==> run_1/metal_stack.png <==
(6 px per um)
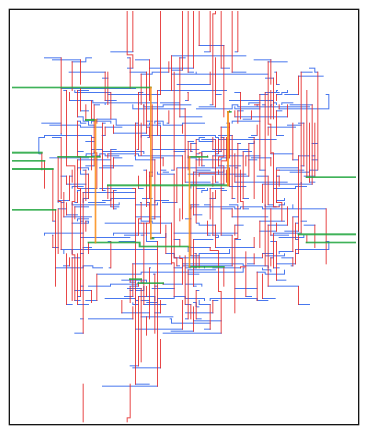
==> run_1/met3.png <==
(4 px per um) Cells faint in the background.
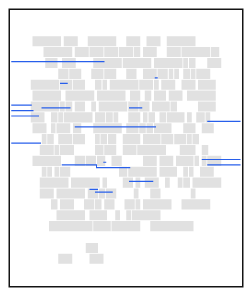
==> run_1/pdn.png <==
(6 px per um) Pins as bars on the die edge. Tap cells in gray.
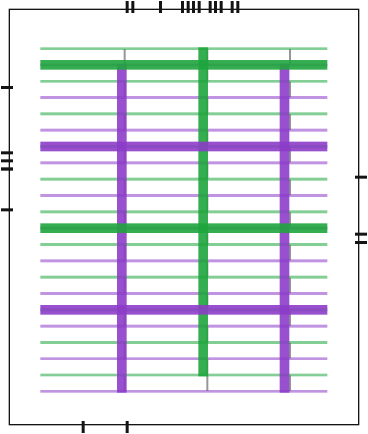
==> config.mk <==
export PLATFORM = sky130hd
export DESIGN_NAME = booth_mult_seq
export DESIGN_NICKNAME = d
export VERILOG_FILES = /design/src/rtl/booth_mult_seq.sv
export SDC_FILE = /design/constraint.sdc
export NUM_CORES = 1
export LEC_CHECK = 0
export CORE_AREA = 5 5 53 64
export CTS_CLUSTER_SIZE = 8
export DETAILED_ROUTE_END_ITERATION = 12
export DIE_AREA = 0 0 58 69
export MAX_ROUTING_LAYER = met4
export PLACE_DENSITY = 0.83
export SLEW_MARGIN = 20
export SYNTH_ARGS = -nofsm -noshare
export SYNTH_HDL_FRONTEND = slang
export SYNTH_SLANG_ARGS = --single-unit
export TNS_END_PERCENT = 20
==> constraint.sdc <==
create_clock -name clk -period 3 [get_ports clk]
set_input_delay 0.6 -clock clk [delete_from_list [all_inputs] [get_ports clk]]
set_output_delay 0.6 -clock clk [all_outputs]
set_load 0.005 [all_outputs]
==> impl_table.tex, run 1 <==
% Implementation results table
\begin{tabular}{lr}
\hline
Metric & Value \\
\hline
\multicolumn{2}{l}{\textbf{Outcome}} \\
Run status & completed \\
\multicolumn{2}{l}{\textbf{Timing}} \\
Upper clock frequency limit & 456.8 MHz \\
Final worst slack & 0.8107 ns \\
Hold WS & 0.4669 ns \\
\multicolumn{2}{l}{\textbf{Placement}} \\
Detailed placement HPWL & 2.225 mm \\
Number of port buffers & 21 \\
Placer Congestion & 0.7954 \\
Standard cell area after detailed placement & 1639 sq um \\
Dpl ws & 0.7138 ns \\
\multicolumn{2}{l}{\textbf{Clock tree}} \\
Root Driver & clkbuf\_4 \\
Insertion delay at the late pin of the worst-skew pair & 0.33 ns \\
Hold\_buf cts & 0 \\
Post-CTS sizing & 0 \\
Clock buffer count from CTS & 5 \\
\multicolumn{2}{l}{\textbf{Drt}} \\
Uppermost layer routed & met4 \\
Detail Route met3 WL & 133 um \\
DR WL/cell & 13.79 um \\
Antenna-violating nets left & 0 \\
DR DRC count & 0 \\
\multicolumn{2}{l}{\textbf{Synthesis}} \\
Adder and majority cell fraction of the synthesized area & 9.389\% \\
Post-synthesis async set-or-reset flop share & 0\% \\
Post-synthesis sequential element count & 29 \\
Cells in synth\_stat.txt & 152 \\
Gate count after technology mapping & 152 \\
Biggest area consumer among synthesized cells & dfxtp\_1 \\
Combined area of all synthesized cells & 1413 sq um \\
Post-Synthesis Mean Instance Area & 9.293 sq um \\
Count of synthesis-stage warnings from yosys & 0 \\
Post-synth EDFFs & 0 \\
And-or/or-and share of the synthesized area & 15.50\% \\
Main synth FF type & dfxtp\_1 \\
Post-Synthesis Net Count & 174 \\
Most common cell in the netlist & dfxtp\_1 \\
Count of different cell masters after synthesis & 36 \\
\multicolumn{2}{l}{\textbf{Power}} \\
Switching Fraction & 23.80\% \\
Maximum vdd ir drop & 518.7 uV \\
Int Pwr & 0.7353 mW \\
Power dissipated in the clock network & 0.401 mW \\
Switching power summed over all nets & 0.2296 mW \\
Sum of internal, switching and leakage power & 0.9649 mW \\
\multicolumn{2}{l}{\textbf{Setup path}} \\
Type of element capturing the critical path & register \\
Arrival time at the worst endpoint & 2.47 ns \\
Data required time of the critical path & 3.28 ns \\
Ordered list of cells on the worst path & inv\_1 > ha\_1 > nor2\_1 > xor2\_1 > ha\_1 > a21oi\_1 > a21boi\_0 > o31ai\_1 > a22o\_1 \\
Worst reg-to-reg setup slack & 0.81 ns \\
Critical-path top delay cell & dfxtp\_1 \\
Worst Setup Path Type & reg2reg \\
\multicolumn{2}{l}{\textbf{Die}} \\
Overall die area & 4002 sq um \\
Starting density of the core & 51.69\% \\
Standard cell core area & 2733 sq um \\
\multicolumn{2}{l}{\textbf{Worst hold path}} \\
Number of cells traversed by the worst hold path & 2 \\
\multicolumn{2}{l}{\textbf{Layout}} \\
Core Util, Final & 63.74\% \\
Layout Nets & 195 \\
Layout Area Growth over Synthesis & 23.29\% \\
\multicolumn{2}{l}{\textbf{GRT}} \\
Pin count of the biggest net entering global routing & 16 \\
Met1 Resource Use GR & 16.28\% \\
Global route overflow & 0 \\
Top Usage Layer GRT & met2 \\
\hline
\end{tabular}
-- metal_stack.png (at the start) --
met3: in green, wire length 134 um. met4: in orange, wire length 76.2 um. met1: in blue, wire length 1200 um. met2: in red, wire length 1460 um.
via count of the routed design: 1123
wire length reported by the detailed router: 2.868 mm
GR Util All Layers: 16.47%

-- met3.png (at the start) --
The layer carries 134 um of wire. The wires run mostly horizontal. 13 nets have wire on it. The layer holds 4.7% of the routed length. The longest straight run is 23.0 um.
global-route track usage on met3: 6.716%

-- pdn.png (at the start) --
VSS: in purple. VDD: in green.
The core has 21 rows. 22 signal pins sit on the boundary. 3 straps on met4.
width of the chip: 58 um
Die Ht: 69 um

-- run 1: tightest hold or removal path: cells and delay by family, from the launching register on --
| family | cells | cell delay, ns |
|---|---|---|
| AOI/OAI and AO/OA | 1 | 0.05 |
| and+or+nand+nor | 1 | 0.04 |
| DFF | 1 | 0.34 |
-- run 1: area by class of cell --
cell class	count	area share (%)
Tap cell	34	2.443
Sequential cell	29	33.33
Timing Repair Buffer	23	12.93
Multi-Input combinational cell	107	43.89
Clock buffer	5	2.155
Clock inverter	3	3.736
Inverter	7	1.509
-- run 1: cell families (layout without fill, tap and decap cells) --
family          after synthesis  in the layout
simple gates                 48             48
compound gates               32             32
flops                        29             29
buf+inv                      16             38
mux                          13             13
fa+ha+maj                    10             10
xor+xnor                      4              4
==> run_1/met2.png <==
(4 px per um)
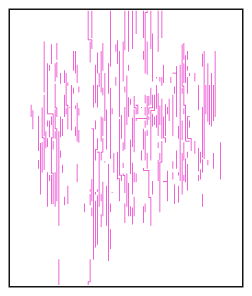

--- run 2 (diff from run 1) ---
Settings changed: CORE_AREA 5 5 53 64 to 5 5 57 69, DIE_AREA 0 0 58 69 to 0 0 62 74, PLACE_DENSITY 0.83 to 0.76.
Clock period 3 ns to 1.8 ns, I/O delays scaled along.
==> run_2/met2.png <==
(4 px per um)
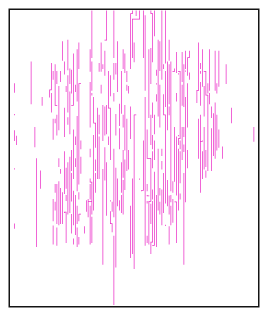
The layer carries 1940 um of wire. The layer holds 53% of the routed length. The wires run mostly vertical. The longest straight run is 38.4 um. 187 nets have wire on it.
via count of the routed design: 1221
wire length reported by the detailed router: 3.637 mm
global-route track usage on met2: 30.76%

==> run_2/pdn.png <==
(4 px per um) Pins as bars on the die edge. Tap cells in gray.
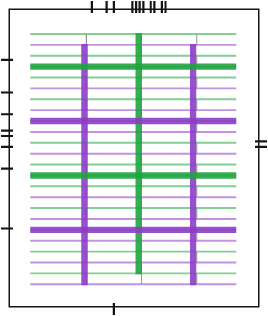
VDD: in green. VSS: in purple.
37 tap cells. 4 straps on met5. 24 met1 rails follow the rows. 22 signal pins sit on the boundary.
width of the chip: 62 um
standard cell core area: 3223 sq um
Die Ht: 74 um
maximum vdd ir drop: 578.1 uV

==> impl_table.tex, run 2 <==
% Implementation results table
\begin{tabular}{lr}
\hline
Metric & Value \\
\hline
\multicolumn{2}{l}{\textbf{Synthesis}} \\
Biggest area consumer among synthesized cells & dfxtp\_1 \\
Post-synthesis async set-or-reset flop share & 0\% \\
Post-synth EDFFs & 0 \\
Gate count after technology mapping & 152 \\
Post-Synthesis Net Count & 174 \\
Count of synthesis-stage warnings from yosys & 0 \\
Post-Synthesis Mean Instance Area & 9.293 sq um \\
\multicolumn{2}{l}{\textbf{GRT}} \\
Global-route track usage on met3 & 5.208\% \\
GR Util All Layers & 18.54\% \\
\multicolumn{2}{l}{\textbf{Placement}} \\
Standard cell area after detailed placement & 1767 sq um \\
Number of port buffers & 21 \\
Placer Congestion & 0.8197 \\
Detailed placement HPWL & 2.493 mm \\
Dpl ws & -0.1825 ns \\
\multicolumn{2}{l}{\textbf{Power}} \\
Power dissipated in the clock network & 0.701 mW \\
Int Pwr & 1.311 mW \\
Switching power summed over all nets & 0.4419 mW \\
Switching Fraction & 25.21\% \\
\multicolumn{2}{l}{\textbf{Setup path}} \\
Ordered list of cells on the worst path & buf\_4 > nor3\_4 > nor2\_1 > xor2\_1 > ha\_2 > nand3\_2 > and3b\_1 > mux2i\_1 > mux2i\_1 \\
Worst Setup Path Type & reg2reg \\
Arrival time at the worst endpoint & 2.14 ns \\
Critical-path top delay cell & ha\_2 \\
\multicolumn{2}{l}{\textbf{Worst hold path}} \\
Number of cells traversed by the worst hold path & 2 \\
\multicolumn{2}{l}{\textbf{Timing}} \\
Final setup violation count & 6 \\
Hold WS & 0.4794 ns \\
Upper clock frequency limit & 519.1 MHz \\
Final worst slack & -0.1265 ns \\
\multicolumn{2}{l}{\textbf{Layout}} \\
Layout Nets & 209 \\
Core Util, Final & 62.58\% \\
\multicolumn{2}{l}{\textbf{Outcome}} \\
Run status & finished, violations left \\
Violated checks & negative setup slack \\
\multicolumn{2}{l}{\textbf{Clock tree}} \\
Post-CTS sizing & 16 \\
Root Driver & clkbuf\_8 \\
Insertion delay at the late pin of the worst-skew pair & 0.28 ns \\
\multicolumn{2}{l}{\textbf{Drt}} \\
Uppermost layer routed & met4 \\
Antenna-violating nets left & 0 \\
DR DRC count & 0 \\
Detail Route met3 WL & 134 um \\
\multicolumn{2}{l}{\textbf{Die}} \\
Starting density of the core & 43.83\% \\
Overall die area & 4588 sq um \\
\hline
\end{tabular}
[run 2: metrics by stage]
stage | power [mW] | TNS [ns]
floorplan | 0.8931 | -0.07983
global placement | 0.9812 | -0.5917
detailed placement | 0.9959 | -1.148
CTS | 1.741 | -0.3027
global route | 1.829 | -1.094
finish | 1.753 | -0.4869
[run 2: cell families after synthesis]
kind of cell	Yosys count	share of synthesized area, %
compound gates	32	15.50
xor+xnor	4	2.481
fa+ha+maj	10	9.389
buf+inv	16	4.783
flops	29	41.10
mux	13	9.301
simple gates	48	17.45
[run 2: area by class of cell]
cell class	instances	share of cell area, %
timing repair buffer	37	16.56
clock buffer	7	4.280
inverter	7	1.303
multi-input combinational	107	45.04
clock inverter	1	1.489
tap	37	2.295
sequential	29	29.03
Power figures rest on the tool's default switching activity, not on a simulated workload.
